==> config.mk <==
export PLATFORM = sky130hd
export DESIGN_NAME = spu_operand_loader_flat
export DESIGN_NICKNAME = d
export VERILOG_FILES = /design/src/rtl/spu_pkg.sv /design/src/rtl/spu_operand_loader_if.sv /design/src/rtl/spu_beat_timer.sv /design/src/rtl/spu_operand_loader.sv /design/src/flat_wrapper.sv
export SDC_FILE = /design/constraint.sdc
export NUM_CORES = 1
export LEC_CHECK = 0
export ABC_CLOCK_PERIOD_IN_PS = 1400
export CAP_MARGIN = 20
export CORE_MARGIN = 2
export CORE_UTILIZATION = 25
export DETAILED_ROUTE_END_ITERATION = 16
export GPL_TIMING_DRIVEN = 0
export PLACE_DENSITY = 0.49
export SYNTH_ARGS = -nofsm -noshare
export SYNTH_HDL_FRONTEND = slang
export SYNTH_SLANG_ARGS = --single-unit
==> constraint.sdc <==
create_clock -name clk -period 1.4 [get_ports clk]
set_input_delay 0.42 -clock clk [delete_from_list [all_inputs] [get_ports clk]]
set_output_delay 0.42 -clock clk [all_outputs]
set_load 0.02 [all_outputs]
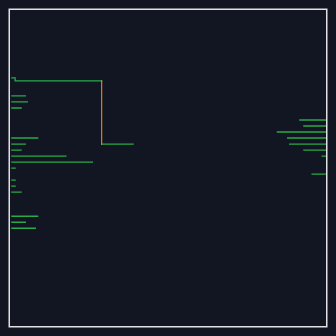
Figure 1: run 1, metal layers overlaid.
Only two layers are drawn.
- met4: orange (wire length 14.3 µm)
- met3: green (wire length 142 µm)
wire per inst: 13.4 µm
GRT Overall Usage: 10.6%
Post-Route WL: 2380 µm
Via Count: 781

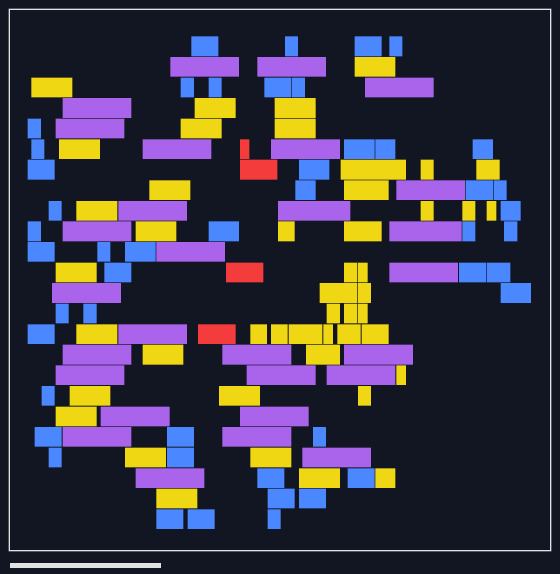
Figure 2: run 1, cells colored by class.
The bar under the picture is 20 µm long.
- all other logic: yellow (cells 46)
- clock drivers and dummy loads: red (cells 4)
- flops: purple (cells 28)
- other buffers and delay cells: blue (cells 47)
Cell Rows: 24
fin area: 1690 µm²
core box area: 4350 µm²
final core utilization: 38.8%
Seq area share: 41.6%

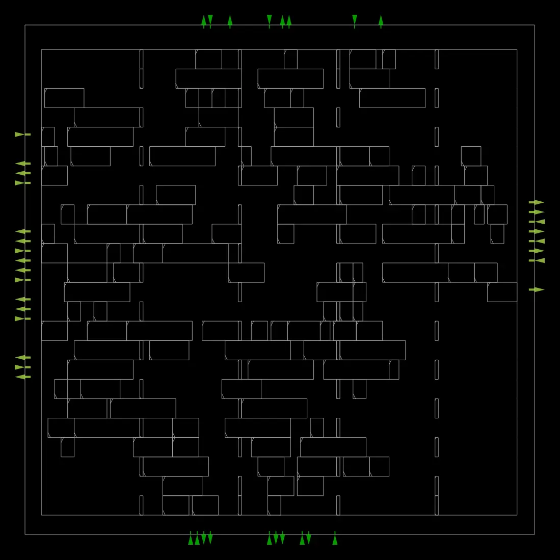
Figure 3: run 1, placed standard cells.
final non-filler cell total: 177
registers: 28
Well-Tap Cells: 52

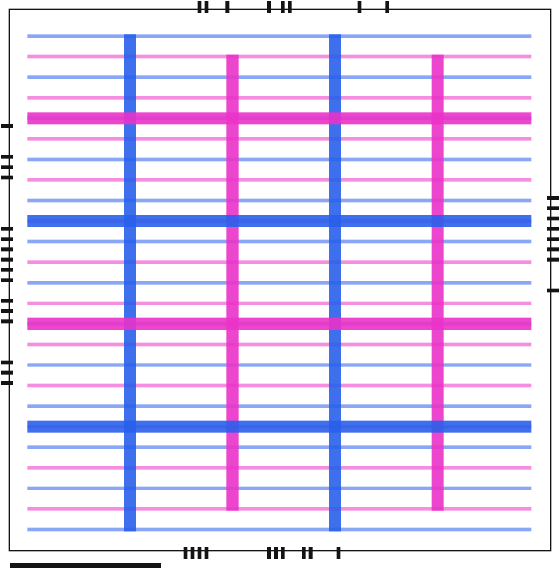
Figure 4: run 1, power grid.
The bar under the picture is 20 µm long. Pins as bars on the die edge.
- VSS: blue
- VDD: magenta
- met1 rails: 25
- met5 straps: 4
- rows: 24
- signal pins: 42
Die Width: 71.5 µm
peak supply drop: 0.554 mV

==> results.ini, run 1 <==
[outcome]
outcome=finished with violations
violations=negative setup slack

[worst_setup_path]
critPathRequiredTime_ns=1.56
r2r_cells=3
arrival_ns=1.61
cp_max_fo=5
reg2reg_slack_ns=-0.05
cp-end-kind=register

[routing]
wl_met3_um=142
drt_iter0_markers=13
drc=0
vias_per_cell=4.41
firstDrtPassIters=2

[min_path]
hold-path-cell-count=2
hold_class=input port to register

[timing]
grt_setup_unrepaired=true
fmax_mhz=688
slew-limit-headroom_pct=59.3
fin_skew_ns=0.00954
finalSetupViolCount=20
worstMarginPinSlew_ns=0.609
layout_setup_ws_ns=-0.0526

[grt]
grt_antenna_before_repair=0

[pwr]
power_leader=sequential cells
p_clk_mw=0.443
p_int_mw=1.59

[placement]
numPortBuffers=41
place_ws_ns=-0.713
dpl.cell_count=169
post_dp_cell_area_um2=1620

[final_layout]
comb_share_pct=28.8
buf_share_pct=21.9
largest_class=registers

[floorplanning]
chip_area_um2=5110
fp_util_pct=26.1

[synthesis]
yosysUniqueCellTypes=20
syn_area_per_cell_um2=15.0
synth_cells=76
yosysTopAreaCell=dfrtp_1
ys.flops=28

[run]
warnings=30

[cts]
cts_max_path_buffers=2
clk_latency_ns=0.27
numCtsBuffers=3

## run 1: cell usage in the layout, fill, tap and decap left out, types with 2 or more instances in the layout
master and n:
clkbuf_8 3, mux2_4 20, nand3_1 2, clkdlybuf4s50_1 14, clkdlybuf4s15_1 4, clkbuf_2 18, nor2_2 2, buf_4 4
nor2_1 2, dfrtp_2 2, dfrtp_1 26, a21oi_1 5, inv_1 3, buf_6 4, ha_1 2
## run 1: timing repair
item,in CTS,in global routing
endpoints found under the hold margin,0,0
endpoints found under the setup margin,78,44
gates resized,83,24
setup buffers,3,0
gates cloned,1,0
pin swaps,2,2
## run 1: cells in the mapped netlist
library cell,n
a211o_1,1
a21oi_1,5
buf_2,1
buf_6,1
dfrtp_1,28
ha_1,2
inv_1,4
mux2_1,1
mux2_2,19
mux2i_1,1
nand2b_1,1
nand2b_4,1
nand3_1,2
nand4b_1,1
nor2_1,2
nor2_2,2
nor4b_4,1
nor4bb_1,1
o21ai_0,1
or4b_4,1
## run 1: kinds of logic (layout without fill, tap and decap cells)
group,Yosys count,in the layout,share of synthesized area (%)
mux,21,21,20.7
simple gates,12,12,9.35
compound gates,7,7,3.41
buf+inv,6,55,2.75
fa+ha+maj,2,2,2.20
flops,28,28,61.6
## run 1: metal layers
| layer | track usage (%) | up-vias |
|---|---|---|
| met2 | 17.5 | 24 |
| met3 | 2.95 | 2 |
| met5 | 0 | - |
| met4 | 3.77 | 0 |
| li1 | - | 361 |
| met1 | 13.4 | 394 |
## run 1: through the flow
stage,setup TNS (ns),power (mW)
global route,-2.14,2.44
finish,-0.589,2.31
detailed placement,-25.98,1.91
floorplan,-0.453,1.47
CTS,-1.26,2.41
global placement,-25.12,1.90
## run 1: critical path: stages (launching register included)
cell	delay, ns
dfrtp_2	0.46
nor4b_4	0.37
buf_6	0.20
mux2_4	0.30
Figure 5. Clock network drawn from the DEF (run 1).
The bar under the picture is 20 µm long.
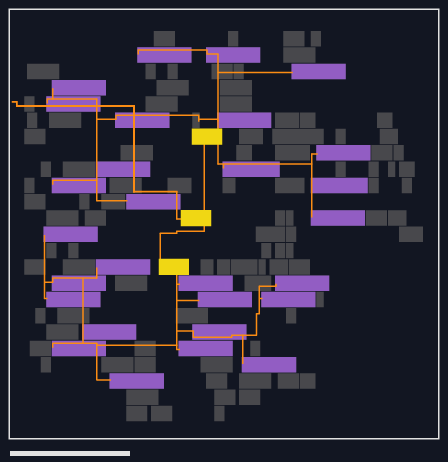

==> run 2, diff against run 1 <==
CORE_UTILIZATION = 39   (was 25)
PLACE_DENSITY = 0.72   (was 0.49)
SKIP_LAST_GASP = 1   (was unset)
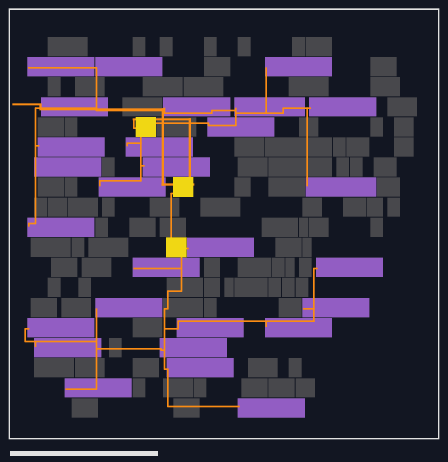
Figure 6: run 2, clock network drawn from the DEF.
The bar under the picture is 20 µm long.
- flip-flops: purple (count 28)
- cells driving clock nets: yellow (count 3)
- clock wires: orange (length 287 µm)
- flops lie: spread over the die
- routed clock nets: 4
Clk pwr share: 17.4%
clk_lat worst skew: 0.32 ns

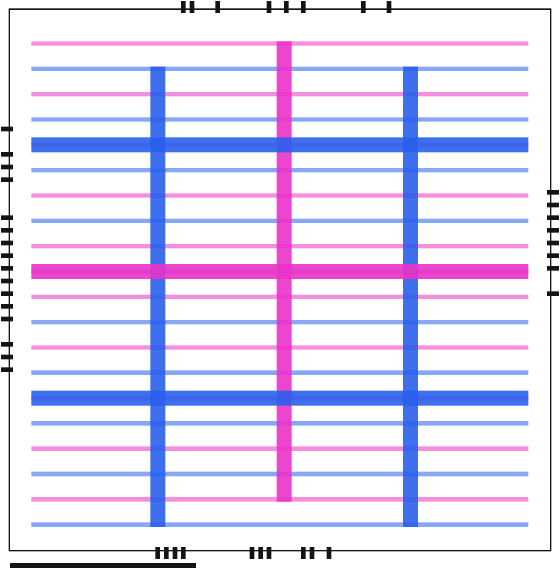
Figure 7: run 2, power grid.
The bar under the picture is 20 µm long. Pins as bars on the die edge.
- VSS: blue
- VDD: magenta
- rows: 19
- signal pins: 42
- met5 straps: 3
- met1 rails: 20
Die Width: 58 µm
core box area: 2760 µm²
die height: 58 µm
peak supply drop: 1.11 mV

==> run 2 against run 1 <==
Compared with the run above: first-iteration DRC count down 85%; cell area shrank 3.3%; highest routed layer unchanged; worst setup slack worse by 0.066 ns; total power shrank 4.3%; critical path depth rose by 1; final cell count fell by 10%; sequential cell count is the same; core utilization grew 20 points; the run still ends with negative setup slack left; sequential power about the same; synthesized cell count is the same; worst hold slack improved by 0.089 ns.
==> results.ini, run 2 <==
[grt]
met3_usage_pct=3.79  ; +0.84 points
grt_antenna_before_repair=0  ; unchanged
grt_use_total_pct=15.0  ; +4.3 points

[worst_setup_path]
cp-end-kind=register
reg2reg_slack_ns=-0.12  ; -0.07 ns
critPathRequiredTime_ns=1.63  ; +0.07 ns
r2r_cells=4  ; +1

[final_layout]
fin_area_um2=1630  ; -3.3%
mostFrequentLayoutCell=dfrtp_1
layout_top_cells=26 x dfrtp_1, 23 x buf_2, 14 x clkdlybuf4s50_1, 11 x mux2_4, 8 x mux2_2

[min_path]
hold_class=input port to async pin

[floorplanning]
fp_util_pct=41.2  ; +15 points

[routing]
wl_per_cell_um=14.3  ; +6.4%
wl_met3_um=166  ; +17%

[synthesis]
common_cells=28 x dfrtp_1, 19 x mux2_2, 5 x a21oi_1
simple_gate_area_share_pct=9.35  ; unchanged
yosysTopAreaCell=dfrtp_1
ys.flops=28  ; unchanged
async_reset_ff_share_pct=100  ; unchanged
ff_type=dfrtp_1
syn_area_per_cell_um2=15.0  ; unchanged
synth.most_common_cell=dfrtp_1

[timing]
layout_setup_ws_ns=-0.119  ; -0.0664 ns
fin_skew_ns=0.00400  ; -0.00554 ns
slew-limit-headroom_pct=60.2  ; +0.85 points
finalSetupViolCount=25  ; +25%
worstMarginPinSlew_ns=0.596  ; -0.0127 ns
tns_ns=-1.99  ; -1.41 ns

[cts]
cts_max_path_buffers=2  ; unchanged

[outcome]
outcome=finished with violations
violations=negative setup slack

[placement]
post_dp_cell_area_um2=1590  ; -1.6%

[run]
warnings=30  ; unchanged

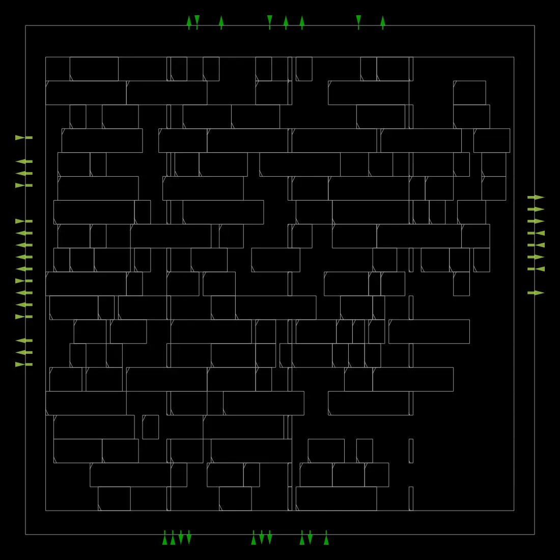
Figure 8: run 2, placed standard cells.
Well-Tap Cells: 31
fillers: 250
Seq area share: 43.1%
final core utilization: 59.2%

-- run 2: netlist changes by cell type in the layout (fill, tap and decap cells not counted), moves of 2 or more --
| cell | before | now |
|---|---|---|
| buf_2 | 1 | 23 |
| buf_4 | 4 | 6 |
| clkbuf_2 | 18 | 0 |
| clkbuf_4 | 0 | 3 |
| clkbuf_8 | 3 | 1 |
| clkdlybuf4s15_1 | 4 | 0 |
| dlygate4sd2_1 | 1 | 3 |
| mux2_2 | 0 | 8 |
| mux2_4 | 20 | 11 |
-- run 2: timing repair --
item | 4_1_cts | 5_1_grt
buffers inserted | 5 | 2
setup endpoints to repair | 50 | 26
pin swaps | 2 | 1
gates resized | 113 | 7
-- run 2: cell families (layout without fill, tap and decap cells) --
group | after synthesis | count (layout)
muxes | 21 | 21
buffers and inverters | 6 | 58
adders and majority gates | 2 | 2
DFF | 28 | 28
AOI/OAI and AO/OA | 7 | 7
and+or+nand+nor | 12 | 12
-- run 2: power by group --
group          switching, mW  leakage [nW]  internal, mW
combinational          0.387         0.405         0.378
sequential            0.0843         0.345         0.973
clock                  0.225        0.0210         0.159
-- run 2: stage by stage --
stage                     instances  power, mW  hold slack [ns]
after CTS                       157       2.22            0.508
after global placement          148       1.89            0.470
after detailed placement        148       1.91            0.485
after floorplan                  76       1.47            0.473
after global routing            159       2.33            0.530
final                           159       2.21            0.487
-- run 2: area by class of cell --
cell class,count,area [µm²]
Fill cell,250,1120
Sequential cell,28,703
Multi-Input combinational cell,42,462
Timing Repair Buffer,48,349
Tap cell,31,38.8
Clock buffer,4,36.3
Buffer,2,22.5
Inverter,4,21.3
-- run 2: worst max-delay path: stages (launching register included) --
cell	delay (ns)
dfrtp_2	0.45
buf_6	0.14
nor4b_4	0.31
buf_6	0.19
mux2_2	0.34
Power is estimated from default activity; no workload was simulated.
